**Run 1: M1 wires**

Scale bar: 20 um.
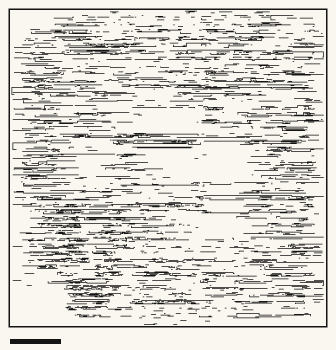
**Run 1: M2 wires**

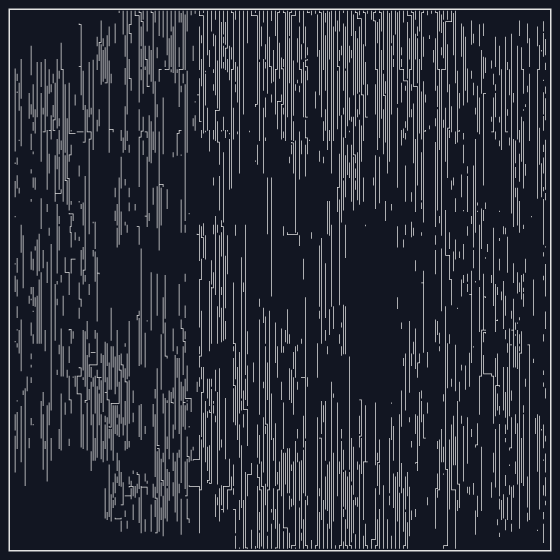
**Run 1: met3 routing**

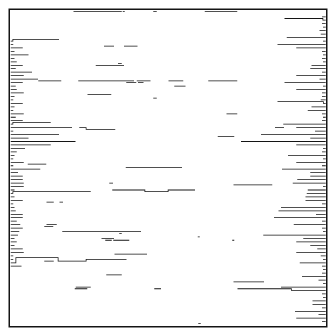
## src/rtl/avalon_pkg.sv

```systemverilog
// Shared Avalon-ST message-path types and length helpers.
// Used by transmit-side framers and the receive-side checker alike.
// Purely declarative: no ports, no state.
package avalon_pkg;

    // Message framing state, common to the framer and the checker.
    typedef enum logic {
        IN_MSG      = 1'b0,
        BETWEEN_MSG = 1'b1
    } msg_sm_t;

    // Number of beats needed to carry len bytes at bpb bytes per beat.
    function automatic int unsigned calc_words(input int unsigned len,
                                               input int unsigned bpb);
        return (len + bpb - 1) / bpb;
    endfunction

    // Unused bytes in the final beat of a len-byte message.
    function automatic int unsigned calc_empty(input int unsigned len,
                                               input int unsigned bpb);
        return calc_words(len, bpb) * bpb - len;
    endfunction

endpackage

```

## src/rtl/avalon_st_if.sv

```systemverilog
// Avalon-ST streaming bundle: valid/rdy handshake with sop, eop, empty, data.
// Pure wiring; the master drives everything except rdy.
// Downstream stalls the master by holding rdy low.
interface avalon_st_if #(
    parameter int DATA_WIDTH_IN_BYTES = 16
);
    localparam int EMPTY_W = $clog2(DATA_WIDTH_IN_BYTES);

    logic                             valid;
    logic                             rdy;
    logic                             sop;
    logic                             eop;
    logic [EMPTY_W-1:0]               empty;
    logic [DATA_WIDTH_IN_BYTES*8-1:0] data;

    modport master (output valid, sop, eop, empty, data, input rdy);
    modport slave  (input valid, sop, eop, empty, data, output rdy);
endinterface

```

## src/rtl/avalon_st_out_reg.sv

```systemverilog
// Single-entry Avalon-ST output register with valid/rdy hold.
// Latency: one cycle from load to valid.
// Backpressure: fields held stable while valid & ~rdy; can_load = ~valid | rdy.
// Ports: clk, rst (async active-low); load + load_* fields in; rdy in;
//        can_load, valid, sop, eop, empty, data out (all registered except can_load).
module avalon_st_out_reg #(
    parameter int DATA_WIDTH_IN_BYTES = 16,
    parameter int EMPTY_W             = $clog2(DATA_WIDTH_IN_BYTES)
) (
    input  logic                             clk,
    input  logic                             rst,
    input  logic                             load,
    input  logic                             load_sop,
    input  logic                             load_eop,
    input  logic [EMPTY_W-1:0]               load_empty,
    input  logic [DATA_WIDTH_IN_BYTES*8-1:0] load_data,
    input  logic                             rdy,
    output logic                             can_load,
    output logic                             valid,
    output logic                             sop,
    output logic                             eop,
    output logic [EMPTY_W-1:0]               empty,
    output logic [DATA_WIDTH_IN_BYTES*8-1:0] data
);
    // Space exists when empty or draining this cycle; allows drain+load together.
    assign can_load = ~valid | rdy;

    always_ff @(posedge clk or negedge rst) begin
        if (!rst) begin
            valid <= 1'b0;
            sop   <= 1'b0;
            eop   <= 1'b0;
            empty <= '0;
            data  <= '0;
        end else if (load) begin
            valid <= 1'b1;
            sop   <= load_sop;
            eop   <= load_eop;
            empty <= load_empty;
            data  <= load_data;
        end else if (rdy) begin
            valid <= 1'b0;
        end
    end
endmodule

```

## src/rtl/avalon_packetizer.sv

```systemverilog
// Frames a length request plus raw word stream into Avalon-ST messages (sop/eop/empty).
// Latency: one cycle from raw handshake to msg_out.valid; >=1 bubble between messages.
// Backpressure: raw_rdy drops while the output beat is stalled; msg_out.rdy may toggle freely.
// Ports: clk, rst (async active-low); len_valid/len_rdy/len_bytes request;
//        raw_valid/raw_rdy/raw_data payload; msg_out framed stream;
//        zero_len_indi / oversize_indi one-cycle drop pulses.
// Optional: AVALON_PACKETIZER_MSG_CNT_EN adds msg_cnt (eop beats accepted, wraps)
//           and drop_cnt (dropped requests, saturating).
module avalon_packetizer
    import avalon_pkg::*;
#(
    parameter int DATA_WIDTH_IN_BYTES = 16,
    parameter int MAX_MSG_BYTES       = 4096,
    parameter int LEN_W               = $clog2(MAX_MSG_BYTES + 1) + 1
) (
    input  logic                             clk,
    input  logic                             rst,
    input  logic                             len_valid,
    output logic                             len_rdy,
    input  logic [LEN_W-1:0]                 len_bytes,
    input  logic                             raw_valid,
    output logic                             raw_rdy,
    input  logic [DATA_WIDTH_IN_BYTES*8-1:0] raw_data,
    avalon_st_if.master                      msg_out,
    output logic                             zero_len_indi,
`ifdef AVALON_PACKETIZER_MSG_CNT_EN
    output logic [31:0]                      msg_cnt,
    output logic [15:0]                      drop_cnt,
`endif
    output logic                             oversize_indi
);
    localparam int          DW        = DATA_WIDTH_IN_BYTES * 8;
    localparam int unsigned BPB       = DATA_WIDTH_IN_BYTES;
    localparam int          MAX_WORDS = (MAX_MSG_BYTES + DATA_WIDTH_IN_BYTES - 1) / DATA_WIDTH_IN_BYTES;
    localparam int          WORDS_W   = $clog2(MAX_WORDS + 1);
    localparam int          EMPTY_W   = $clog2(DATA_WIDTH_IN_BYTES);

    msg_sm_t              state;
    logic [WORDS_W-1:0]   words_left;
    logic [EMPTY_W-1:0]   last_empty;
    logic                 first_flag;

    logic                 can_load;
    logic                 len_hs;
    logic                 raw_hs;
    logic                 len_zero;
    logic                 len_over;
    logic                 last_word;
    logic [EMPTY_W-1:0]   ld_empty;
    logic [DW-1:0]        keep_mask;
    logic [DW-1:0]        ld_data;

    assign len_rdy   = (state == BETWEEN_MSG);
    assign raw_rdy   = (state == IN_MSG) & can_load;
    assign len_hs    = len_valid & len_rdy;
    assign raw_hs    = raw_valid & raw_rdy;
    assign len_zero  = (len_bytes == '0);
    assign len_over  = (len_bytes > LEN_W'(MAX_MSG_BYTES));
    assign last_word = (words_left == WORDS_W'(1));

    // Trailing empty bytes sit in the LSBs (first byte is in the MSBs); force them to zero.
    assign ld_empty  = last_word ? last_empty : '0;
    assign keep_mask = {DW{1'b1}} << {ld_empty, 3'b000};
    assign ld_data   = raw_data & keep_mask;

    always_ff @(posedge clk or negedge rst) begin
        if (!rst) begin
            state         <= BETWEEN_MSG;
            words_left    <= '0;
            last_empty    <= '0;
            first_flag    <= 1'b0;
            zero_len_indi <= 1'b0;
            oversize_indi <= 1'b0;
        end else begin
            zero_len_indi <= 1'b0;
            oversize_indi <= 1'b0;
            case (state)
                BETWEEN_MSG: begin
                    if (len_hs) begin
                        if (len_zero) begin
                            zero_len_indi <= 1'b1;
                        end else if (len_over) begin
                            oversize_indi <= 1'b1;
                        end else begin
                            words_left <= WORDS_W'(calc_words(32'(len_bytes), BPB));
                            last_empty <= EMPTY_W'(calc_empty(32'(len_bytes), BPB));
                            first_flag <= 1'b1;
                            state      <= IN_MSG;
                        end
                    end
                end
                IN_MSG: begin
                    if (raw_hs) begin
                        first_flag <= 1'b0;
                        words_left <= words_left - WORDS_W'(1);
                        if (last_word) begin
                            state <= BETWEEN_MSG;
                        end
                    end
                end
                default: state <= BETWEEN_MSG;
            endcase
        end
    end

    avalon_st_out_reg #(
        .DATA_WIDTH_IN_BYTES (DATA_WIDTH_IN_BYTES),
        .EMPTY_W             (EMPTY_W)
    ) u_out_reg (
        .clk        (clk),
        .rst        (rst),
        .load       (raw_hs),
        .load_sop   (first_flag),
        .load_eop   (last_word),
        .load_empty (ld_empty),
        .load_data  (ld_data),
        .rdy        (msg_out.rdy),
        .can_load   (can_load),
        .valid      (msg_out.valid),
        .sop        (msg_out.sop),
        .eop        (msg_out.eop),
        .empty      (msg_out.empty),
        .data       (msg_out.data)
    );

`ifdef AVALON_PACKETIZER_MSG_CNT_EN
    always_ff @(posedge clk or negedge rst) begin
        if (!rst) begin
            msg_cnt  <= '0;
            drop_cnt <= '0;
        end else begin
            if (msg_out.valid & msg_out.rdy & msg_out.eop) begin
                msg_cnt <= msg_cnt + 32'd1;
            end
            if (len_hs & (len_zero | len_over) & (drop_cnt != 16'hFFFF)) begin
                drop_cnt <= drop_cnt + 16'd1;
            end
        end
    end
`endif

endmodule

```

## src/flat_wrapper.sv

```systemverilog
// flat-port wrapper written by rule: the top's interface ports become plain ports
module avalon_packetizer_flat import avalon_pkg::*;
#(
    parameter int DATA_WIDTH_IN_BYTES = 16,
    parameter int MAX_MSG_BYTES       = 4096,
    parameter int LEN_W               = $clog2(MAX_MSG_BYTES + 1) + 1
)
  (clk, rst, len_valid, len_rdy, len_bytes, raw_valid, raw_rdy, raw_data, zero_len_indi, oversize_indi, msg_out_valid, msg_out_sop, msg_out_eop, msg_out_empty, msg_out_data, msg_out_rdy);
  avalon_st_if #(.DATA_WIDTH_IN_BYTES(DATA_WIDTH_IN_BYTES)) msg_out_i ();
  input  logic clk;
  input  logic rst;
  input  logic len_valid;
  output logic len_rdy;
  input  logic [LEN_W-1:0] len_bytes;
  input  logic raw_valid;
  output logic raw_rdy;
  input  logic [DATA_WIDTH_IN_BYTES*8-1:0] raw_data;
  output logic zero_len_indi;
  output logic oversize_indi;
  output wire logic [$bits(msg_out_i.valid)-1:0] msg_out_valid;
  output wire logic [$bits(msg_out_i.sop)-1:0] msg_out_sop;
  output wire logic [$bits(msg_out_i.eop)-1:0] msg_out_eop;
  output wire logic [$bits(msg_out_i.empty)-1:0] msg_out_empty;
  output wire logic [$bits(msg_out_i.data)-1:0] msg_out_data;
  input wire logic [$bits(msg_out_i.rdy)-1:0] msg_out_rdy;
  assign msg_out_valid = msg_out_i.valid;
  assign msg_out_sop = msg_out_i.sop;
  assign msg_out_eop = msg_out_i.eop;
  assign msg_out_empty = msg_out_i.empty;
  assign msg_out_data = msg_out_i.data;
  assign msg_out_i.rdy = msg_out_rdy;
  avalon_packetizer #(.DATA_WIDTH_IN_BYTES(DATA_WIDTH_IN_BYTES), .MAX_MSG_BYTES(MAX_MSG_BYTES), .LEN_W(LEN_W)) u_core (.clk(clk), .rst(rst), .len_valid(len_valid), .len_rdy(len_rdy), .len_bytes(len_bytes), .raw_valid(raw_valid), .raw_rdy(raw_rdy), .raw_data(raw_data), .msg_out(msg_out_i), .zero_len_indi(zero_len_indi), .oversize_indi(oversize_indi));
endmodule
```

## config.mk

```make
export PLATFORM = sky130hd
export DESIGN_NAME = avalon_packetizer_flat
export DESIGN_NICKNAME = d
export VERILOG_FILES = /design/src/rtl/avalon_pkg.sv /design/src/rtl/avalon_st_if.sv /design/src/rtl/avalon_st_out_reg.sv /design/src/rtl/avalon_packetizer.sv /design/src/flat_wrapper.sv
export SDC_FILE = /design/constraint.sdc
export NUM_CORES = 1
export LEC_CHECK = 0
export CAP_MARGIN = 40
export CORE_UTILIZATION = 41
export CTS_CLUSTER_SIZE = 8
export DETAILED_ROUTE_END_ITERATION = 7
export HOLD_SLACK_MARGIN = 0.12
export PLACE_DENSITY = 0.8
export SLEW_MARGIN = 40
export SYNTH_ARGS = -nofsm -noshare
export SYNTH_HDL_FRONTEND = slang
export SYNTH_SLANG_ARGS = --single-unit
```

## constraint.sdc

```tcl
create_clock -name clk -period 2.2 [get_ports clk]
set_clock_uncertainty 0.1 [all_clocks]
set_input_delay 0.22 -clock clk [delete_from_list [all_inputs] [get_ports clk]]
set_output_delay 0.22 -clock clk [all_outputs]
set_load 0.02 [all_outputs]
```

==> impl_metrics.yaml, run 1 <==
# synthesis and place-and-route metrics
worst_setup_path:
  largest_stage_delay_worst_path_ps: 600
  r2r_slack_ps: 120
  setup.worst_path.start_class: "register"
  crit_path_max_fanout: 7
status:
  outcome: "finished clean"
cts:
  cts_tree: "yes"
  cts_sinks: 152
  post_cts_resized: 1
  numCtsBuffers: 17
yosys:
  synth.area.top_cells: "sky130_fd_sc_hd__dfrtp_1 62%, sky130_fd_sc_hd__a22o_1 17%, sky130_fd_sc_hd__nand2_1 2.8%"
  yosys.stat.seqShare: 0.6232
  ys_top_cells_by_count: "151 x sky130_fd_sc_hd__dfrtp_1, 120 x sky130_fd_sc_hd__a22o_1, 45 x sky130_fd_sc_hd__nand2_1"
  syn_area_per_cell_um2: 12.49
  synth-seq-cells: 152
  synth.cell_area_um2: 6106
  synth_top_area_share: 0.6189
die:
  die_width_um: 124.0
  fp.dieArea_um2: 15380
  core.rowCount: 44
detailed_routing:
  routed_wire_per_std_cell_um: 18.31
power_and_ir_drop:
  powerDensity_nw_per_um2: 1479
grt:
  use_met3: 0.06593
timing:
  post-route-period-util: 0.9607
-- 'M1 wires' (at the start) --
nets with wire on the layer: 814
wire length on this layer: 7,530 um
longest straight run: 37.3 um
share of all routed wire: 41%
main direction: horizontal
Vias: 5,302
total detailed-routing wirelength: 18,340 um
met1 layer usage reported by global route: 0.2845

-- 'M2 wires' (at the start) --
main direction: vertical
share of all routed wire: 50%
wire length on this layer: 9,160 um
longest straight run: 41.1 um
nets with wire on the layer: 842

-- 'met3 routing' (at the start) --
share of all routed wire: 7.4%
longest straight run: 32.9 um
nets with wire on the layer: 180

[run 1: flip-flops by register name, summed over array words and instances (netlist names), 4 cells and up]
signal,count
u_core.u_out_reg.empty,4
u_core.last_empty,4
u_core.u_out_reg.data,128
u_core.words_left,9
[run 1: kinds of logic (layout without fill, tap and decap cells)]
logic type | Yosys count | after routing | synth area share
flops | 152 | 152 | 0.6232
compound gates | 172 | 172 | 0.2307
fa+ha+maj | 4 | 4 | 0.008197
buf+inv | 36 | 365 | 0.02480
xor+xnor | 11 | 11 | 0.01578
mux | 5 | 5 | 0.009221
simple gates | 109 | 109 | 0.08812
[run 1: per-layer routing]
metal  wire [um]  part of all wire
met1        7529              0.41
met2        9161              0.50
met3        1355             0.074
met4         297             0.016
met5           0                 0
[run 1: cells in the final DEF, fill, tap and decap left out, types with 3 or more instances in the layout]
master                            netlist  layout
sky130_fd_sc_hd__or3_1                  3       3
sky130_fd_sc_hd__xor2_1                 4       4
sky130_fd_sc_hd__mux2_2                 5       5
sky130_fd_sc_hd__bufinv_16              0       3
sky130_fd_sc_hd__a22o_1               120     120
sky130_fd_sc_hd__nand3_1                7       7
sky130_fd_sc_hd__dfrtp_1              151     151
sky130_fd_sc_hd__a21oi_2               10      10
sky130_fd_sc_hd__clkdlybuf4s50_1        0     283
sky130_fd_sc_hd__o21a_1                 3       3
sky130_fd_sc_hd__nand2_1               45      44
sky130_fd_sc_hd__inv_1                  7       7
sky130_fd_sc_hd__xnor2_1                7       7
sky130_fd_sc_hd__nor3_1                 5       5
sky130_fd_sc_hd__ha_1                   4       4
sky130_fd_sc_hd__o21ai_0               16      16
sky130_fd_sc_hd__inv_6                  0       7
sky130_fd_sc_hd__a21oi_1               12      12
sky130_fd_sc_hd__nor4_1                 9       8
sky130_fd_sc_hd__nor3b_1                4       4
sky130_fd_sc_hd__nor2_1                21      21
sky130_fd_sc_hd__buf_4                  1      38
sky130_fd_sc_hd__clkbuf_16              0      17
sky130_fd_sc_hd__and3_1                 3       3
[run 1: final cells by class]
| type | instances | area [um^2] |
|---|---|---|
| Clock buffer | 17 | 425.4 |
| Sequential cell | 152 | 3805 |
| Clock inverter | 15 | 187.7 |
| Fill cell | 1021 | 4489 |
| Inverter | 7 | 26.28 |
| Tap cell | 184 | 230.2 |
| Timing Repair Buffer | 326 | 3188 |
| Multi-Input combinational cell | 301 | 2182 |
[run 1: power breakdown]
part	switching, mW	total (mW)	internal, mW	leakage [nW]
combinational	3.43	6.90	3.47	2.21
clock	1.22	3.03	1.81	0.298
sequential	0.854	4.93	4.08	1.88
total	5.50	14.9	9.36	4.38
[run 1: how the worst min path moves through the flow]
| stage | startpoint | end | slack [ps] | depth (start not counted) |
|---|---|---|---|---|
| floorplan | rst | u_core.first_flag$_DFFE_PN0P_ | -180 | 0 |
| global placement | rst | u_core.words_left[6]$_DFFE_PN0P_ | 110 | 1 |
| detailed placement | rst | u_core.words_left[6]$_DFFE_PN0P_ | 120 | 1 |
| CTS | rst | u_core.words_left[6]$_DFFE_PN0P_ | 230 | 2 |
| global route | raw_data[120] | u_core.u_out_reg.data[120]$_DFFE_PN0P_ | 240 | 3 |
| finish | rst | u_core.words_left[6]$_DFFE_PN0P_ | 200 | 2 |
--- run 2 (diff from run 1) ---
Clock period 2.2 ns to 2.3 ns, I/O delays scaled along.
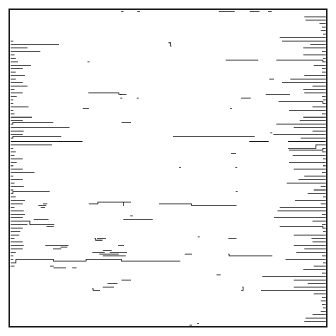
**Above:** run 2 (met3 routing).
nets with wire on the layer: 186
share of all routed wire: 7.7%
wire length on this layer: 1,420 um

==> run 2 against run 1 <==
- worst hold slack better by 36 ps
- sequential share of layout area grew 0.16 points
- combinational power down 4.6%
- cell count fell by 0.90%
- total power is 4.0% lower
- flip-flop count unchanged
- critical path type is now reg2reg
- largest cell class unchanged
==> impl_metrics.yaml, run 2 <==
# synthesis and place-and-route metrics
finish:
  fillers: 1016
  largest_register: "u_core.u_out_reg.data"
  final_layout_top_logic_cell: "sky130_fd_sc_hd__clkdlybuf4s50_1"
  max_reg_flops: 128
  layout_top_cells: "284 x sky130_fd_sc_hd__clkdlybuf4s50_1, 151 x sky130_fd_sc_hd__dfrtp_1, 120 x sky130_fd_sc_hd__a22o_1"
  reg_top3: "u_core.u_out_reg.data: 128 flops, u_core.words_left: 9 flops"
power_and_ir_drop:
  powerDensity_nw_per_um2: 1426
  net-switching-power_mw: 5.182
  sequentialPowerShare: 0.333
  power_frac_clock: 0.206
  cell_internal_pwr_mw: 9.080
  comb_power_share: 0.462
die:
  fp.dieArea_um2: 15380
  die_width_um: 124.0
  core.rowCount: 44
yosys:
  post_synth_ao_oa_area_fraction: 0.2307
  synth-seq-cells: 152
  xor_area_frac: 0.01578
  synth.area.top_cells: "sky130_fd_sc_hd__dfrtp_1 62%, sky130_fd_sc_hd__a22o_1 17%, sky130_fd_sc_hd__nand2_1 2.8%"
  synth_top_area_share: 0.6189
  logic_family: "AND-OR/OR-AND gates"
  fraction_of_synthesized_area_in_multiplexers: 0.009221
  simple_gate_share: 0.08811
  syn_area_per_cell_um2: 12.49
  yosys.stat.seqShare: 0.6232
  ys_top_cells_by_count: "151 x sky130_fd_sc_hd__dfrtp_1, 120 x sky130_fd_sc_hd__a22o_1, 45 x sky130_fd_sc_hd__nand2_1"
timing:
  post-route-period-util: 0.9412
worst_setup_path:
  timing_worst_setup_path_type: "reg2reg"
  setup.worst_path.start_class: "register"
  crit_path_max_fanout: 5
  largest_stage_delay_worst_path_ps: 690
detailed_routing:
  via_count: 5377
  routed_wire_per_std_cell_um: 18.63
  finalWirelength_um: 18500
cts:
  numCtsBuffers: 17
  cts_sinks: 152
  cts_tree: "yes"
status:
  outcome: "finished clean"
run 2: kinds of logic (layout without fill, tap and decap cells):
group                    count (synthesis)  count (layout)
AND/OR/NAND/NOR                        109             109
adder cells (fa/ha/maj)                  4               4
XOR/XNOR                                11              11
multiplexers                             5               5
buffers and inverters                   36             356
flip-flops                             152             152
AND-OR/OR-AND                          172             172
run 2: how the worst min path moves through the flow:
stage | startpoint | to | slack [ps] | cells past startpoint
floorplan | rst | u_core.first_flag$_DFFE_PN0P_ | -170 | 0
global placement | rst | u_core.words_left[8]$_DFFE_PN0P_ | 150 | 1
detailed placement | rst | u_core.words_left[6]$_DFFE_PN0P_ | 150 | 1
CTS | raw_data[120] | u_core.u_out_reg.data[120]$_DFFE_PN0P_ | 240 | 3
global route | raw_data[122] | u_core.u_out_reg.data[122]$_DFFE_PN0P_ | 260 | 3
finish | rst | u_core.words_left[6]$_DFFE_PN0P_ | 230 | 2
run 2: routing by layer:
layer,vias to the layer above,part of all wire,track usage
li1,2441,-,-
met1,2656,0.40,0.2798
met2,243,0.50,0.4028
met3,37,0.077,0.06456
met4,0,0.024,0.09301
met5,-,0,0
run 2: critical path: cells and delay by family, from the launching register on:
kind,cells,cell delay (ps)
adders and majority gates,1,230
AOI/OAI and AO/OA,2,230
and+or+nand+nor,3,950
DFF,1,400
buffers and inverters,1,130
run 2: layout make-up:
cell class	instances	area, um^2	area share
inverter	7	26.28	0.002627
multi-input combinational	301	2163	0.2163
timing repair buffer	317	3147	0.3146
tap	184	230.2	0.02301
clock inverter	11	171.4	0.01714
clock buffer	21	460.4	0.04603
sequential	152	3805	0.3804
run 2: stage by stage:
stage	worst slack [ps]	setup TNS (ps)	power, mW	instances	hold WS, ps
4_1_cts	119.7	0	14.35	993	238.9
3_3_place_gp	-29.81	-117.2	11.16	960	145.2
2_1_floorplan	307.1	0	7.977	489	-165.6
3_5_place_dp	-165.9	-868.6	11.34	960	154.4
6_report	135.3	0	14.26	993	231.6
5_1_grt	-10.84	-10.84	15.03	993	260.4
run 2: power by group through the flow:
stage	combinational (mW)	clock [mW]	sequential [mW]
2_1_floorplan	2.03	0	5.95
3_3_place_gp	6.47	0	4.69
3_5_place_dp	6.60	0	4.74
4_1_cts	6.64	2.98	4.74
5_1_grt	7.01	3.11	4.91
6_report	6.58	2.93	4.74
run 2: repair_timing:
action	in CTS	in global routing
endpoints found under the setup margin	0	1
gates resized	0	1
hold endpoints to repair	56	0
hold buffers	1	0
Power and IR drop assume default switching activity.
